run_1/class_map.png
The bar under the picture is 20 um long. Fill, decap, tap and diode cells in gray.
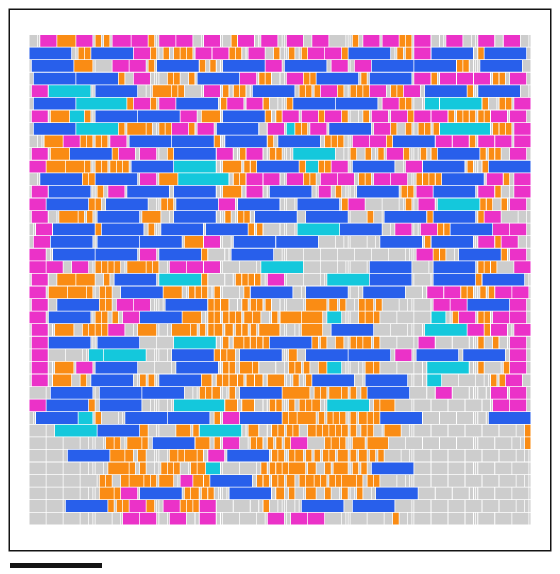
run_1/ff_map.png
The bar under the picture is 20 um long. Other sequential cells in the stronger gray, the rest of the logic in the fainter gray.
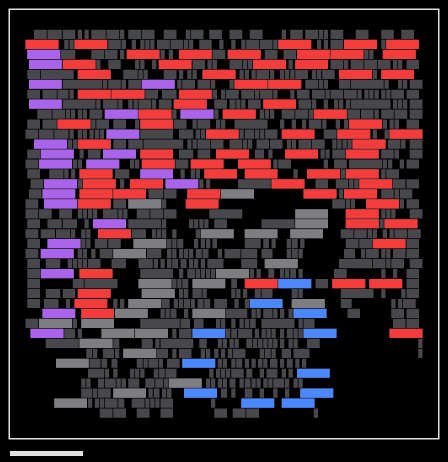
run_1/util_map.png
The die is cut into 12 by 12 equal tiles; black is low, pale yellow is high, 0 to 100% covered.
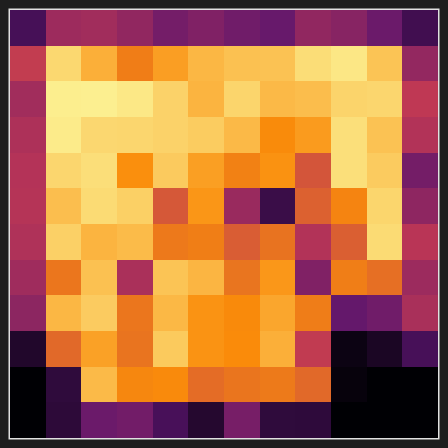
**src/rtl/i2c_poll_scheduler_if.sv**
```systemverilog
// Bus bundle between the poll scheduler, the I2C byte engine and the packet consumer.
// The master side is the scheduler; the slave side is the engine plus consumer.
interface i2c_poll_scheduler_if;
   logic        i2c_start;
   logic [6:0]  i2c_addr;
   logic [7:0]  i2c_reg;
   logic        i2c_done;
   logic        i2c_err;
   logic [47:0] i2c_rdata;
   logic [79:0] pkt_data;
   logic        pkt_valid;
   logic        pkt_ready;

   modport master (
      output i2c_start, i2c_addr, i2c_reg, pkt_data, pkt_valid,
      input  i2c_done, i2c_err, i2c_rdata, pkt_ready
   );

   modport slave (
      input  i2c_start, i2c_addr, i2c_reg, pkt_data, pkt_valid,
      output i2c_done, i2c_err, i2c_rdata, pkt_ready
   );
endinterface

```
**src/rtl/i2c_poll_scheduler.sv**
```systemverilog
// Round-robin sensor poller: each 10 Hz tick reads 6 bytes from every enabled slot
// and emits one timestamped 80-bit packet per slot, in ascending slot order.
module i2c_poll_scheduler #(
   parameter int          N_SLOTS        = 4,
   parameter logic [27:0] SLOT_ADDR      = {7'h77, 7'h68, 7'h1E, 7'h48},
   parameter logic [31:0] SLOT_REG       = {8'hF7, 8'h3B, 8'h03, 8'h00},
   parameter int          TIMEOUT_CYCLES = 2000
) (
   input  logic                 clk_1mhz,
   input  logic                 rst_n,
   input  logic                 clk_10hz,
   input  logic [23:0]          timestamp,
   input  logic [3:0]           slot_en,
   output logic                 busy,
   output logic [7:0]           overrun_cnt,
   i2c_poll_scheduler_if.master bus
);

   localparam int              CNT_W    = (TIMEOUT_CYCLES > 2) ? $clog2(TIMEOUT_CYCLES) : 1;
   localparam logic [CNT_W-1:0] CNT_LAST = CNT_W'(TIMEOUT_CYCLES - 1);
   localparam logic [1:0]      IDX_LAST = 2'(N_SLOTS - 1);

   typedef enum logic [2:0] {
      ST_IDLE,
      ST_SCAN,
      ST_START,
      ST_WAIT,
      ST_EMIT
   } state_t;

   state_t           state_q, state_d;
   logic [1:0]       idx_q, idx_d;
   logic [CNT_W-1:0] cnt_q, cnt_d;
   logic [3:0]       en_q, en_d;
   logic [23:0]      ts_q, ts_d;
   logic [6:0]       addr_q, addr_d;
   logic [7:0]       reg_q, reg_d;
   logic [79:0]      pkt_q, pkt_d;
   logic [7:0]       ovr_q, ovr_d;

   logic sync_p0, sync_p1, sync_p2;
   logic tick_p3;

   function automatic logic [7:0] sat_inc8(input logic [7:0] v);
      return (v == 8'hFF) ? v : v + 8'd1;
   endfunction

   function automatic logic [79:0] make_pkt(input logic [23:0] ts,
                                            input logic [1:0]  slot,
                                            input logic        err,
                                            input logic [47:0] data);
      return {ts, slot, err, 5'b0, data};
   endfunction

   function automatic logic [6:0] addr_of(input logic [1:0] idx);
      case (idx)
         2'd0:    return SLOT_ADDR[6:0];
         2'd1:    return SLOT_ADDR[13:7];
         2'd2:    return SLOT_ADDR[20:14];
         default: return SLOT_ADDR[27:21];
      endcase
   endfunction

   function automatic logic [7:0] reg_of(input logic [1:0] idx);
      case (idx)
         2'd0:    return SLOT_REG[7:0];
         2'd1:    return SLOT_REG[15:8];
         2'd2:    return SLOT_REG[23:16];
         default: return SLOT_REG[31:24];
      endcase
   endfunction

   // Stages p0/p1 synchronise the slow clock, p2 holds the previous level, p3 is the tick.
   always_ff @(posedge clk_1mhz or negedge rst_n) begin
      if (!rst_n) begin
         sync_p0 <= 1'b0;
         sync_p1 <= 1'b0;
         sync_p2 <= 1'b0;
         tick_p3 <= 1'b0;
      end else begin
         sync_p0 <= clk_10hz;
         sync_p1 <= sync_p0;
         sync_p2 <= sync_p1;
         tick_p3 <= sync_p1 & ~sync_p2;
      end
   end

   always_ff @(posedge clk_1mhz or negedge rst_n) begin
      if (!rst_n) begin
         state_q <= ST_IDLE;
         idx_q   <= '0;
         cnt_q   <= '0;
         en_q    <= '0;
         ts_q    <= '0;
         addr_q  <= '0;
         reg_q   <= '0;
         pkt_q   <= '0;
         ovr_q   <= '0;
      end else begin
         state_q <= state_d;
         idx_q   <= idx_d;
         cnt_q   <= cnt_d;
         en_q    <= en_d;
         ts_q    <= ts_d;
         addr_q  <= addr_d;
         reg_q   <= reg_d;
         pkt_q   <= pkt_d;
         ovr_q   <= ovr_d;
      end
   end

   always_comb begin
      state_d = state_q;
      idx_d   = idx_q;
      cnt_d   = cnt_q;
      en_d    = en_q;
      ts_d    = ts_q;
      addr_d  = addr_q;
      reg_d   = reg_q;
      pkt_d   = pkt_q;
      ovr_d   = ovr_q;

      // A tick that lands mid-round is only counted, never restarts the round.
      if (tick_p3 && (state_q != ST_IDLE)) ovr_d = sat_inc8(ovr_q);

      unique case (state_q)
         ST_IDLE: begin
            if (tick_p3) begin
               en_d    = slot_en;
               ts_d    = timestamp;
               idx_d   = '0;
               state_d = ST_SCAN;
            end
         end
         ST_SCAN: begin
            if (en_q == 4'b0000) begin
               state_d = ST_IDLE;
            end else if (en_q[idx_q]) begin
               addr_d  = addr_of(idx_q);
               reg_d   = reg_of(idx_q);
               state_d = ST_START;
            end else if (idx_q == IDX_LAST) begin
               state_d = ST_IDLE;
            end else begin
               idx_d = idx_q + 2'd1;
            end
         end
         ST_START: begin
            cnt_d   = '0;
            state_d = ST_WAIT;
         end
         ST_WAIT: begin
            // DONE wins over a timeout expiring in the same cycle.
            if (bus.i2c_done) begin
               pkt_d   = make_pkt(ts_q, idx_q, bus.i2c_err, bus.i2c_rdata);
               state_d = ST_EMIT;
            end else if (cnt_q == CNT_LAST) begin
               pkt_d   = make_pkt(ts_q, idx_q, 1'b1, 48'h0);
               state_d = ST_EMIT;
            end else begin
               cnt_d = cnt_q + 1'b1;
            end
         end
         ST_EMIT: begin
            if (bus.pkt_ready) begin
               if (idx_q == IDX_LAST) begin
                  state_d = ST_IDLE;
               end else begin
                  idx_d   = idx_q + 2'd1;
                  state_d = ST_SCAN;
               end
            end
         end
         default: state_d = ST_IDLE;
      endcase
   end

   assign bus.i2c_start = (state_q == ST_START);
   assign bus.i2c_addr  = addr_q;
   assign bus.i2c_reg   = reg_q;
   assign bus.pkt_valid = (state_q == ST_EMIT);
   assign bus.pkt_data  = pkt_q;
   assign busy          = (state_q != ST_IDLE);
   assign overrun_cnt   = ovr_q;

endmodule

```
**src/flat_wrapper.sv**
```systemverilog
// flat-port wrapper written by rule: the top's interface ports become plain ports
module i2c_poll_scheduler_flat 
#(
   parameter int          N_SLOTS        = 4,
   parameter logic [27:0] SLOT_ADDR      = {7'h77, 7'h68, 7'h1E, 7'h48},
   parameter logic [31:0] SLOT_REG       = {8'hF7, 8'h3B, 8'h03, 8'h00},
   parameter int          TIMEOUT_CYCLES = 2000
)
  (clk_1mhz, rst_n, clk_10hz, timestamp, slot_en, busy, overrun_cnt, bus_i2c_start, bus_i2c_addr, bus_i2c_reg, bus_pkt_data, bus_pkt_valid, bus_i2c_done, bus_i2c_err, bus_i2c_rdata, bus_pkt_ready);
  i2c_poll_scheduler_if bus_i ();
  input  logic clk_1mhz;
  input  logic rst_n;
  input  logic clk_10hz;
  input  logic [23:0] timestamp;
  input  logic [3:0] slot_en;
  output logic busy;
  output logic [7:0] overrun_cnt;
  output wire logic [$bits(bus_i.i2c_start)-1:0] bus_i2c_start;
  output wire logic [$bits(bus_i.i2c_addr)-1:0] bus_i2c_addr;
  output wire logic [$bits(bus_i.i2c_reg)-1:0] bus_i2c_reg;
  output wire logic [$bits(bus_i.pkt_data)-1:0] bus_pkt_data;
  output wire logic [$bits(bus_i.pkt_valid)-1:0] bus_pkt_valid;
  input wire logic [$bits(bus_i.i2c_done)-1:0] bus_i2c_done;
  input wire logic [$bits(bus_i.i2c_err)-1:0] bus_i2c_err;
  input wire logic [$bits(bus_i.i2c_rdata)-1:0] bus_i2c_rdata;
  input wire logic [$bits(bus_i.pkt_ready)-1:0] bus_pkt_ready;
  assign bus_i2c_start = bus_i.i2c_start;
  assign bus_i2c_addr = bus_i.i2c_addr;
  assign bus_i2c_reg = bus_i.i2c_reg;
  assign bus_pkt_data = bus_i.pkt_data;
  assign bus_pkt_valid = bus_i.pkt_valid;
  assign bus_i.i2c_done = bus_i2c_done;
  assign bus_i.i2c_err = bus_i2c_err;
  assign bus_i.i2c_rdata = bus_i2c_rdata;
  assign bus_i.pkt_ready = bus_pkt_ready;
  i2c_poll_scheduler #(.N_SLOTS(N_SLOTS), .SLOT_ADDR(SLOT_ADDR), .SLOT_REG(SLOT_REG), .TIMEOUT_CYCLES(TIMEOUT_CYCLES)) u_core (.clk_1mhz(clk_1mhz), .rst_n(rst_n), .clk_10hz(clk_10hz), .timestamp(timestamp), .slot_en(slot_en), .busy(busy), .overrun_cnt(overrun_cnt), .bus(bus_i));
endmodule
```
**config.mk**
```make
export PLATFORM = sky130hd
export DESIGN_NAME = i2c_poll_scheduler_flat
export DESIGN_NICKNAME = d
export VERILOG_FILES = /design/src/rtl/i2c_poll_scheduler_if.sv /design/src/rtl/i2c_poll_scheduler.sv /design/src/flat_wrapper.sv
export SDC_FILE = /design/constraint.sdc
export NUM_CORES = 1
export LEC_CHECK = 0
export ABC_AREA = 1
export CORE_MARGIN = 4
export CORE_UTILIZATION = 50
export CTS_CLUSTER_DIAMETER = 80
export DETAILED_ROUTE_END_ITERATION = 8
export PLACE_DENSITY = 0.94
export SLEW_MARGIN = 20
export SYNTH_ARGS = -nofsm -noshare
export SYNTH_HDL_FRONTEND = slang
export SYNTH_SLANG_ARGS = --single-unit
```
**constraint.sdc**
```tcl
create_clock -name clk_1mhz -period 4.6 [get_ports clk_1mhz]
set_input_delay 0.69 -clock clk_1mhz [delete_from_list [all_inputs] [get_ports clk_1mhz]]
set_output_delay 0.69 -clock clk_1mhz [all_outputs]
set_load 0.05 [all_outputs]
```
==> CHANGELOG.md, run 1 <==
## Flow update

- H-tree levels: 4
- Top cells by area: dfrtp_1 58%, nand2_1 20%, mux2_1 3.8%, nand3_1 1.9%, nor2_1 1.8%
- DRC: 0
- Status: finished, final reports clean
- Setup TNS: 0 ps
- Die area: 13600 um2
- Area share, top type: 0.583
- Sequential area share after synthesis: 0.583
- Combinational cell power: 3.09 mW
- Worst Setup SP: u_core.cnt_q[0]
- Post-synth EDFFs: 0
- Drt first pass iters: 4
- Tot Pwr: 6.62 mW
- Max Cap Violations: 0
- GPL Wtd Cong: 0.844
- Part of the power in combinational logic: 0.468
- YS chip area: 5920 um2
- Hold Path Class: flop to flop
- FMAX: 0.352 GHz
- Clock latency on the worst-skew pair: 420 ps
- Largest net degree at the start of global routing: 109
- Worst path cell trace: ha_1, nand3_2, inv_2, nand3_2, o21ai_4, inv_2, buf_4, nand2_1, nand2_1
- Startpoint types: flop
- Antenna violations before repair: 0
- Syn Inst Count: 649
- Post-place setup slack: 1780 ps
- Largest power group: combinational logic
- Setup crit end kind: flop
- Post-synth top flop: dfrtp_1
- Class of the most critical setup path: flop to flop
- Area after DPL: 7730 um2
- CP arrival: 3150 ps
- Max FFs per register: 75
- Synthesis-to-finish area growth: 41.3%
- Net Sw Frac: 0.452
- Reg clk slew, reported paths: 60 ps
- Via-per-instance ratio: 5.00
- Total Wirelength: 15.1 mm
- Post-synth ARST share: 1.00
- CTS tree: yes
- Tool warnings: 33
- Peak supply drop: 514 uV
- Post-synth top area cell: dfrtp_1
- Hold bufs inserted after CTS: 0
- Max Slew Vio Count: 0
- RSZ-0062 raised after global routing: false
- PwrDens: 791 nW/um2
- Crit-path max FO: 45
- Critical path's slowest cell: o21ai_4
- Ys cells: 649
- Clock Skew: 10.2 ps
- Net Switching: 2.99 mW
- Clock power frac: 0.222
- Fraction of layout cells with a size suffix above 1: 0.0705
- Int Power: 3.63 mW
- Max clock buf depth: 2
- FP Rows: 39
- CP peak stage delay: 600 ps
- Final worst slack: 1760 ps
About class_map.png:
| class | color | cells | share of their area |
|---|---|---|---|
| remaining buffers and delay cells | magenta | 184 | 22% |
| registers | blue | 138 | 42% |
| clock drivers and dummy loads | cyan | 32 | 7.8% |
| remaining logic cells | orange | 483 | 28% |
final instance area: 8370 um2
flop share of the area: 0.413

About ff_map.png:
| signal | color | sequential cells |
|---|---|---|
| u_core.ts_q | purple | 24 |
| u_core.cnt_q | blue | 11 |
| u_core.bus.pkt_data | red | 75 |
not colored: 28
Sequential cell area: 3450 um2
Seq. pwr: 2.05 mW
fin util: 0.727

About util_map.png:
tiles over 75% full: 41%
emptiest ninth of the die: lower right
nearly empty tiles: 4.9%
mean over tiles: 60%
fullest tile: 97%
fp util: 0.514
Core Area: 11500 um2

## run 1: final cells by class
class                           count  area [um2]
Sequential cell                   138        3450
Fill cell                         821        3150
Multi-Input combinational cell    452        2140
Timing Repair Buffer              184        1840
Clock buffer                       17         425
Clock inverter                     15         211
Tap cell                          143         179
Inverter                           31         116
Antenna cell                        1        2.50
## run 1: metal layers
metal  share of wire  wire, um  global-route usage  vias up
met3           0.062       938              0.0612       28
met1            0.40      5990               0.263     2364
met2            0.51      7740               0.375      165
li1                -         -                   -     2351
met4           0.029       441               0.109        0
met5               0         0                   0        -
## run 1: worst paths after layout
kind	end	slack [ps]	depth (start not counted)
max	u_core.bus.pkt_data[24]	1760	9
min	u_core.sync_p1	350	0
max reg2reg	u_core.bus.pkt_data[24]	1760	9
min reg2reg	u_core.sync_p1	350	0
max in group asynchronous	u_core.bus.i2c_reg[3]	3220	2
min in group asynchronous	u_core.bus.pkt_data[66]	390	1
## run 1: cells by family (layout without fill, tap and decap cells)
| group | count (synthesis) | count (layout) | share of synthesized area |
|---|---|---|---|
| adder cells (fa/ha/maj) | 7 | 7 | 0.0148 |
| flip-flops | 138 | 138 | 0.583 |
| buffers and inverters | 63 | 247 | 0.0577 |
| other | 1 | 6 | 0.000633 |
| AND/OR/NAND/NOR | 384 | 384 | 0.257 |
| multiplexers | 28 | 28 | 0.0532 |
| AND-OR/OR-AND | 19 | 19 | 0.0203 |
| XOR/XNOR | 9 | 9 | 0.0133 |
## run 1: cell usage in the layout (no fill, tap or decap), drive strengths merged, types with 7 or more instances in the layout
| cell type | n |
|---|---|
| clkbuf | 17 |
| o21ai | 14 |
| nand2 | 320 |
| inv | 38 |
| mux2 | 28 |
| ha | 7 |
| dfrtp | 138 |
| nand3 | 26 |
| clkdlybuf4s50 | 181 |
| nor2 | 29 |
==> run 2: changes to the inputs <==
CORE_UTILIZATION = 42   (was 50)
PLACE_DENSITY = 0.85   (was 0.94)
clock period = 2.5 ns   (was 4.6 ns; I/O delays follow)
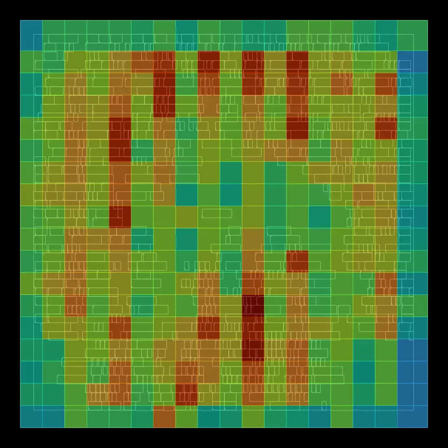
run_2/congestion_map.png
routing usage on met1: 0.229
drt wl/cell: 14.0 um
met2 usage: 0.306
Tot GR Track Use: 0.184

==> CHANGELOG.md, run 2 <==
## Flow update

- Status: finished, violations left (was finished, final reports clean)
- Failing checks: hold timing
- Tot Pwr: 12.2 mW (was 6.62 mW)
- Hold Path Class: input port to async pin (was flop to flop)
- Max Slew Vio Count: 0 (unchanged)
- Setup TNS: 0 ps (unchanged)
- Ys cells: 649 (unchanged)
- Peak supply drop: 677 uV (was 514 uV)
- CP arrival: 1990 ps (was 3150 ps)
- Drt first pass iters: 4 (unchanged)
- Setup crit end kind: output port (was flop)
- Antenna violations before repair: 0 (unchanged)
- Sequential cell area: 3450 um2 (unchanged)
- Dominant logic cell type in the layout: nand2_1 (unchanged)
- Final worst slack: 134 ps (was 1760 ps)
- Final Hold Vio Count: 29 (was 0)
- Clock latency on the worst-skew pair: 410 ps (was 420 ps)
- FP Rows: 43 (was 39)
- Worst path cell trace: nor2_1, nand2_1, inv_1, clkdlybuf4s50_1 (was ha_1, nand3_2, inv_2, nand3_2, o21ai_4, inv_2, buf_4, nand2_1, nand2_1)
- Max clock buf depth: 2 (unchanged)
- Post-place setup slack: 553 ps (was 1780 ps)
- Area share, top type: 0.583 (unchanged)
- Via-per-instance ratio: 4.69 (was 5.00)
- Syn Inst Count: 649 (unchanged)
- Top Layout Cells: 318 x nand2_1, 181 x clkdlybuf4s50_1, 138 x dfrtp_1 (unchanged)
- Clock Skew: 5.30 ps (was 10.2 ps)
- RSZ-0062 raised after global routing: false (unchanged)
- Antenna Cells: 0 (was 1)
- Max Cap Violations: 0 (unchanged)
- DRC: 0 (unchanged)
- Sequential area share after synthesis: 0.583 (unchanged)
- Total Wirelength: 14.3 mm (was 15.1 mm)
- Final instance area: 8510 um2 (was 8370 um2)
- Core Area: 13800 um2 (was 11500 um2)
- Fin util: 0.615 (was 0.727)
- Max FFs per register: 75 (unchanged)
- Min Hold Slack: -20.3 ps (was 352 ps)
- Area after DPL: 7860 um2 (was 7730 um2)
- Class of the most critical setup path: flop to output port (was flop to flop)
- Number of fill cells in the layout: 1126 (was 821)
- FMAX: 0.423 GHz
- Die area: 16100 um2 (was 13600 um2)
- PwrDens: 1430 nW/um2 (was 791 nW/um2)
- Synthesis-to-finish area growth: 43.7% (was 41.3%)
- Comb area: 2140 um2 (unchanged)
- Crit-path max FO: 5 (was 45)
- Post-synth ARST share: 1.00 (unchanged)
- YS chip area: 5920 um2 (unchanged)
[run 2: cell counts after synthesis]
No cell type changed its count.
[run 2: layer usage]
metal,share of wire,vias to the layer above,routed length (um),GRT usage
li1,-,2359,-,-
met1,0.43,2245,6080,0.229
met5,0,-,0,0
met2,0.49,156,7010,0.306
met4,0.026,0,372,0.0763
met3,0.056,31,805,0.0480
[run 2: path summary, 6_finish.rpt]
check / start / to / slack [ps] / depth (start not counted)
worst min-delay path: rst_n / u_core.overrun_cnt[7] / -20 / 1
min in group clk_1mhz: u_core.sync_p0 / u_core.sync_p1 / 350 / 0
max in group asynchronous: rst_n / u_core.bus.pkt_data[74] / 1830 / 2
worst max-delay path: u_core.state_q[0] / bus_pkt_valid / 130 / 4
worst min register to register: u_core.sync_p0 / u_core.sync_p1 / 350 / 0
worst max register to register: u_core.state_q[0] / u_core.ts_q[6] / 650 / 5
[run 2: area by class of cell]
| cell class | instances | area share |
|---|---|---|
| clock inverter | 11 | 0.0227 |
| timing repair buffer | 190 | 0.226 |
| clock buffer | 20 | 0.0537 |
| multi-input combinational | 452 | 0.252 |
| tap | 180 | 0.0265 |
| inverter | 31 | 0.0137 |
| sequential | 138 | 0.406 |
[run 2: where the power goes]
part | switching [mW] | internal [mW]
Combinational | 3.81 | 1.87
Clock | 0.910 | 1.82
Sequential | 0.605 | 3.15
Total | 5.33 | 6.84
[run 2: kinds of logic after synthesis]
family | share of synthesized area
xor gates and xnor gates | 0.0133
muxes | 0.0532
adders and majority gates | 0.0148
DFF | 0.583
other | 0.000633
buffers and inverters | 0.0577
and+or+nand+nor | 0.257
AOI/OAI and AO/OA | 0.0203
Power is estimated from default activity; no workload was simulated.
